**Routed metal per tile**

The die is cut into 25 by 13 equal tiles; dark blue is low, red is high, scaled to the fullest tile. Values are wire area over tile area, all layers added.
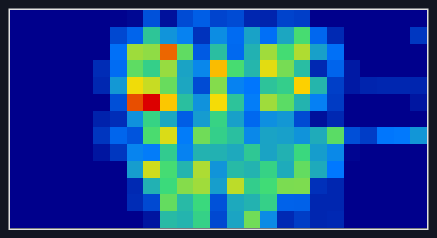
**Clock network drawn from the DEF**

Bar = 50 um.
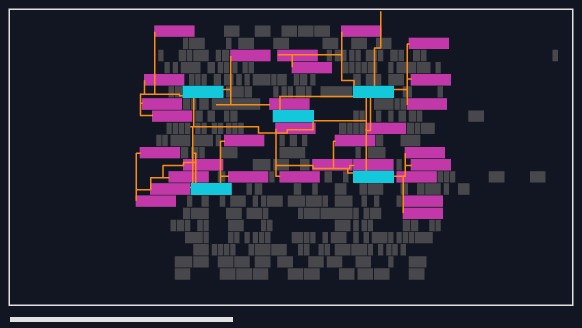
**Placement by cell class**

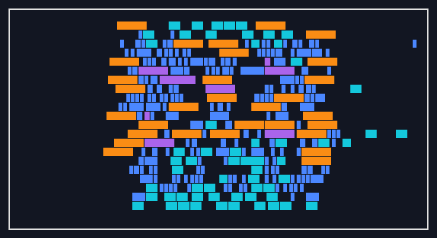
**Register map, names as in the netlist**

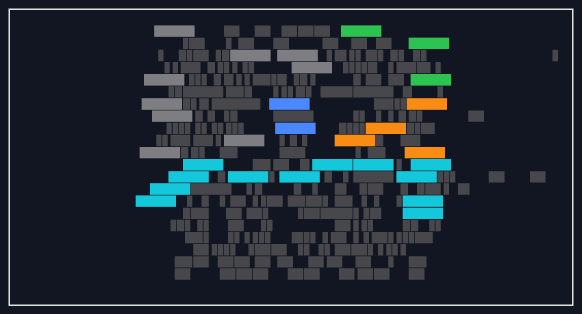
`config.mk`:
```
export PLATFORM = sky130hd
export DESIGN_NAME = cache_fill_ctrl
export DESIGN_NICKNAME = d
export VERILOG_FILES = /design/src/rtl/cache_fill_pkg.sv /design/src/rtl/fill_offset_counter.sv /design/src/rtl/cache_fill_ctrl.sv
export SDC_FILE = /design/constraint.sdc
export NUM_CORES = 1
export LEC_CHECK = 0
export ABC_AREA = 1
export CAP_MARGIN = 15
export CORE_ASPECT_RATIO = 0.5
export CORE_MARGIN = 3
export CORE_UTILIZATION = 25
export CTS_CLUSTER_DIAMETER = 100
export DETAILED_ROUTE_END_ITERATION = 10
export SKIP_CTS_REPAIR_TIMING = 1
export SLEW_MARGIN = 0
export SYNTH_ARGS = -nofsm -noshare
export SYNTH_HDL_FRONTEND = slang
export SYNTH_SLANG_ARGS = --single-unit
```
`constraint.sdc`:
```
create_clock -name clk -period 2.6 [get_ports clk]
set_input_delay 0.52 -clock clk [delete_from_list [all_inputs] [get_ports clk]]
set_output_delay 0.52 -clock clk [all_outputs]
set_load 0.01 [all_outputs]
```
`src/rtl/cache_fill_pkg.sv`:
```
// Shared types and constants for the cache miss-fill controller.
// Critical-word-first ordering is selected in the controller with CACHE_FILL_CWF_EN.
package cache_fill_pkg;

   typedef enum logic [1:0] {
      IDLE = 2'd0,
      FILL = 2'd1,
      DONE = 2'd2
   } fill_state_e;

   localparam int DEFAULT_WORDS_PER_BLOCK = 8;

   // Clears the word offset and the byte-in-word bit of a 16-bit byte address
   localparam logic [15:0] BLOCK_OFFSET_MASK = 16'hFFFF << ($clog2(DEFAULT_WORDS_PER_BLOCK) + 1);

endpackage

```
`src/rtl/fill_offset_counter.sv`:
```
// Wrapping word-offset counter with a load port; tracks how many increments
// have happened since the last load so a full block can be detected.
module fill_offset_counter
   import cache_fill_pkg::*;
#(
   parameter int WORDS_PER_BLOCK = DEFAULT_WORDS_PER_BLOCK,
   parameter int OFF_W           = $clog2(WORDS_PER_BLOCK)
) (
   input  logic             clk,
   input  logic             rst,
   input  logic             load_i,
   input  logic [OFF_W-1:0] start_i,
   input  logic             en_i,
   output logic [OFF_W-1:0] offset_o,
   output logic             done_o,
   output logic             last_o
);

   localparam logic [OFF_W:0] FULL_COUNT = (OFF_W + 1)'(WORDS_PER_BLOCK);
   localparam logic [OFF_W:0] LAST_COUNT = (OFF_W + 1)'(WORDS_PER_BLOCK - 1);

   logic [OFF_W-1:0] offset_q, offset_d;
   logic [OFF_W:0]   count_q, count_d;

   always_ff @(posedge clk or posedge rst) begin
      if (rst) begin
         offset_q <= '0;
         count_q  <= '0;
      end else begin
         offset_q <= offset_d;
         count_q  <= count_d;
      end
   end

   // The offset wraps naturally because the block size is a power of two
   always_comb begin
      offset_d = offset_q;
      count_d  = count_q;
      if (load_i) begin
         offset_d = start_i;
         count_d  = '0;
      end else if (en_i && !done_o) begin
         offset_d = offset_q + 1'b1;
         count_d  = count_q + 1'b1;
      end
   end

   assign offset_o = offset_q;
   assign done_o   = (count_q == FULL_COUNT);
   assign last_o   = (count_q == LAST_COUNT);

endmodule

```
`src/rtl/cache_fill_ctrl.sv`:
```
// Miss-service controller: grants the shared memory to one cache (I first) and
// streams a block fill. Define CACHE_FILL_CWF_EN for critical-word-first order.
module cache_fill_ctrl
   import cache_fill_pkg::*;
#(
   parameter int WORDS_PER_BLOCK = DEFAULT_WORDS_PER_BLOCK,
   parameter int MEM_LATENCY     = 4,
   parameter int OFF_W           = $clog2(WORDS_PER_BLOCK)
) (
   input  logic             clk,
   input  logic             rst,
   input  logic             I_miss,
   input  logic             D_miss,
   input  logic [15:0]      I_miss_addr,
   input  logic [15:0]      D_miss_addr,
   input  logic             memory_data_valid,
   output logic             mem_en,
   output logic [15:0]      memory_address,
   output logic             fsm_busy,
   output logic             grant_I,
   output logic             grant_D,
   output logic             write_data_array,
   output logic             write_tag_array,
   output logic [OFF_W-1:0] fill_offset
);

   localparam logic [15:0] BASE_MASK     = 16'hFFFF << (OFF_W + 1);
   localparam int          unusedLatency = MEM_LATENCY;

   fill_state_e      state_q, state_d;
   logic [15:0]      missAddr_q, missAddr_d;
   logic             grantI_q, grantI_d;
   logic             grantD_q, grantD_d;

   logic [15:0]      selAddr;
   logic [15:0]      issueByteOffset;
   logic [OFF_W-1:0] startOffset;
   logic [OFF_W-1:0] issueOffset;
   logic [OFF_W-1:0] recvOffset;
   logic             loadCounters;
   logic             issueEn;
   logic             recvEn;
   logic             issueDone;
   logic             recvDone;
   logic             recvLast;
   logic             unusedIssueLast;

   assign selAddr = I_miss ? I_miss_addr : D_miss_addr;

`ifdef CACHE_FILL_CWF_EN
   assign startOffset = selAddr[OFF_W:1];
`else
   assign startOffset = '0;
`endif

   assign issueByteOffset = {{(15 - OFF_W){1'b0}}, issueOffset, 1'b0};

   fill_offset_counter #(
      .WORDS_PER_BLOCK (WORDS_PER_BLOCK),
      .OFF_W           (OFF_W)
   ) issueCounter (
      .clk      (clk),
      .rst      (rst),
      .load_i   (loadCounters),
      .start_i  (startOffset),
      .en_i     (issueEn),
      .offset_o (issueOffset),
      .done_o   (issueDone),
      .last_o   (unusedIssueLast)
   );

   fill_offset_counter #(
      .WORDS_PER_BLOCK (WORDS_PER_BLOCK),
      .OFF_W           (OFF_W)
   ) recvCounter (
      .clk      (clk),
      .rst      (rst),
      .load_i   (loadCounters),
      .start_i  (startOffset),
      .en_i     (recvEn),
      .offset_o (recvOffset),
      .done_o   (recvDone),
      .last_o   (recvLast)
   );

   always_ff @(posedge clk or posedge rst) begin
      if (rst) begin
         state_q    <= IDLE;
         missAddr_q <= '0;
         grantI_q   <= 1'b0;
         grantD_q   <= 1'b0;
      end else begin
         state_q    <= state_d;
         missAddr_q <= missAddr_d;
         grantI_q   <= grantI_d;
         grantD_q   <= grantD_d;
      end
   end

   // Counters reload every idle cycle so they hold the right start offset
   // on the cycle a miss is accepted; misses are only looked at in IDLE.
   always_comb begin
      state_d          = state_q;
      missAddr_d       = missAddr_q;
      grantI_d         = grantI_q;
      grantD_d         = grantD_q;
      loadCounters     = 1'b0;
      issueEn          = 1'b0;
      recvEn           = 1'b0;
      mem_en           = 1'b0;
      memory_address   = '0;
      fsm_busy         = 1'b0;
      write_data_array = 1'b0;
      write_tag_array  = 1'b0;
      fill_offset      = '0;

      case (state_q)
         IDLE: begin
            loadCounters = 1'b1;
            grantI_d     = 1'b0;
            grantD_d     = 1'b0;
            if (I_miss) begin
               missAddr_d = I_miss_addr;
               grantI_d   = 1'b1;
               state_d    = FILL;
            end else if (D_miss) begin
               missAddr_d = D_miss_addr;
               grantD_d   = 1'b1;
               state_d    = FILL;
            end
         end

         FILL: begin
            fsm_busy = 1'b1;
            if (!issueDone) begin
               mem_en         = 1'b1;
               memory_address = (missAddr_q & BASE_MASK) | issueByteOffset;
               issueEn        = 1'b1;
            end
            if (memory_data_valid && !recvDone) begin
               write_data_array = 1'b1;
               fill_offset      = recvOffset;
               recvEn           = 1'b1;
               if (recvLast) begin
                  write_tag_array = 1'b1;
                  state_d         = DONE;
               end
            end
         end

         DONE: begin
            grantI_d = 1'b0;
            grantD_d = 1'b0;
            state_d  = IDLE;
         end

         default: begin
            state_d = IDLE;
         end
      endcase
   end

   assign grant_I = grantI_q;
   assign grant_D = grantD_q;

endmodule

```
==> flow_metrics.env <==
# source this file to load flow results
export IMPL_clock_buffers=5
export IMPL_grt_util_met2_pct=19.1
export IMPL_worst_slew_pin_slew_ps=560
export IMPL_path_buffers=4
export IMPL_finalSetupViolCount=0
export IMPL_cts_root_buf="clkbuf_16"
export IMPL_mi_logic_area_um2=828
export IMPL_layout_cells_most_common="nand2_1"
export IMPL_path_cells="clkdlybuf4s50_1 > inv_1 > nor2_4 > nand2_4 > clkinv_2 > clkdlybuf4s50_1"
export IMPL_r2r_end="recvCounter.count_q[0]$_DFFE_PP0P_"
export IMPL_antenna_found_initial=0
export IMPL_final_cell_mix="nand2_1, clkdlybuf4s50_1, inv_1, dfrtp_1, nor2_1"
export IMPL_largest_register_ffs=12
export IMPL_dr_pass1_iters=4
export IMPL_whs_ps=490
export IMPL_place_port_buffers=52
export IMPL_synthesis_nets=275
export IMPL_antenna_cells=0
export IMPL_detail_route_wirelength_mm=3.88
export IMPL_path_common_cell="clkdlybuf4s50_1"
export IMPL_grt_usage_pct=9.85
export IMPL_routedWlPerCell_um=10.1
export IMPL_die_h_um=65.9
export IMPL_synthToLayoutAreaGrowth_pct=44.4
export IMPL_status="completed"
export IMPL_place_congestion=0.777
export IMPL_drv_slew=0
export IMPL_grt_max_degree=31
export IMPL_post_route_drc_count=0
export IMPL_ys_types=24
export IMPL_netlist_top_cells_count="nand2_1, inv_1, dfrtp_1"
export IMPL_ant_nets=0
export IMPL_cts_max_path_buffers=2
export IMPL_flop_count=30
export IMPL_area_dominant_class="combinational gates"
export IMPL_fillCellCount=687
export IMPL_top_cell_area_share_pct=41.8
export IMPL_crit_start="memory_data_valid"
export IMPL_die_w_um=126
export IMPL_hp_class="reg2reg"
export IMPL_wl_met2_mm=2.13
export IMPL_first_iter_violations=71
export IMPL_edf_count=0
export IMPL_use_met1_pct=10.8
export IMPL_netlist_instances=232
export IMPL_max_freq_mhz=403
export IMPL_avgSynthCellArea_um2=7.74
export IMPL_slowest_delay_ps=540
export IMPL_final_hold_viol_count=0
export IMPL_yosysChipArea_um2=1800
export IMPL_use_met3_pct=2.50
export IMPL_clkCellAreaFrac_pct=6.37
export IMPL_p_per_area_nw_per_um2=1300
export IMPL_buffers=59
export IMPL_sh_comb_area_pct=31.9
export IMPL_total_power_mw=3.36
export IMPL_rrSetupSlack_ps=1220
export IMPL_start_kind="input port"
export IMPL_ys_cells=232
export IMPL_fin_area_um2=2590
export IMPL_worst_path_dominant_cell_family="buffers and inverters"
export IMPL_placed_cell_area_um2=2370
export IMPL_p_leak_nw=1.32
export IMPL_vias_per_cell=4.12
export IMPL_drive_gt1_share_pct=13.0
export IMPL_dieArea_um2=8300
export IMPL_hp_start="grant_I$_DFFE_PP0P_"
export IMPL_layout_min_cycle_time_ps=2480
export IMPL_r2r_start="recvCounter.count_q[0]$_DFFE_PP0P_"
export IMPL_synthFlopType="dfrtp_1"
export IMPL_largest_area_cell="dfrtp_1"
export IMPL_post_route_period_util_pct=95.5
About 'routed metal per tile':
mean over tiles	0.071
emptiest ninth of the die	south-west
tiles over half the peak	13%
nearly empty tiles	41%
fullest tile	0.35

About 'clock network drawn from the DEF':
[orange] clock wires | length: 396 um
[cyan] cells driving clock nets | count: 5
[magenta] flip-flops | count: 30
routed clock nets	6
Late-Pin Clk Latency: 270 ps
worst clock skew: 2.22 ps
clock power share: 19.0%
Power Clock: 638 uW

About 'placement by cell class':
colour	class	cells	share of their area
cyan	other buffers and delay cells	59	24%
purple	clock drivers and dummy loads	8	6.7%
blue	all other logic	195	39%
orange	flip-flops	30	30%

About 'register map, names as in the netlist':
colour	netlist name	placed flops
green	issueCounter.offset_o	3
orange	issueCounter.count_q	4
cyan	missAddr_q	12
blue	state_q	2
not coloured	9

kinds of logic (layout without fill, tap and decap cells):
kind of cell | after synthesis | after routing | synth area share [%]
adders and majority gates | 6 | 6 | 4.18
and+or+nand+nor | 129 | 129 | 34.5
buffers and inverters | 45 | 105 | 12.4
xor gates and xnor gates | 2 | 2 | 0.975
AOI/OAI and AO/OA | 19 | 19 | 5.92
other | 1 | 1 | 0.209
DFF | 30 | 30 | 41.8
worst register-to-register path, cell delays in order, from the launching register on:
cell and delay (ps):
dfrtp_1 420, inv_1 100, ha_1 150, nand3_1 160, nand2_4 180, clkinv_2 120, nand2_1 80, nand2_1 50
power breakdown:
group	switching, mW	internal [mW]	total (mW)
combinational	0.975	0.916	1.89
sequential	0.136	0.696	0.832
clock	0.191	0.447	0.638
Power is estimated from default activity; no workload was simulated.
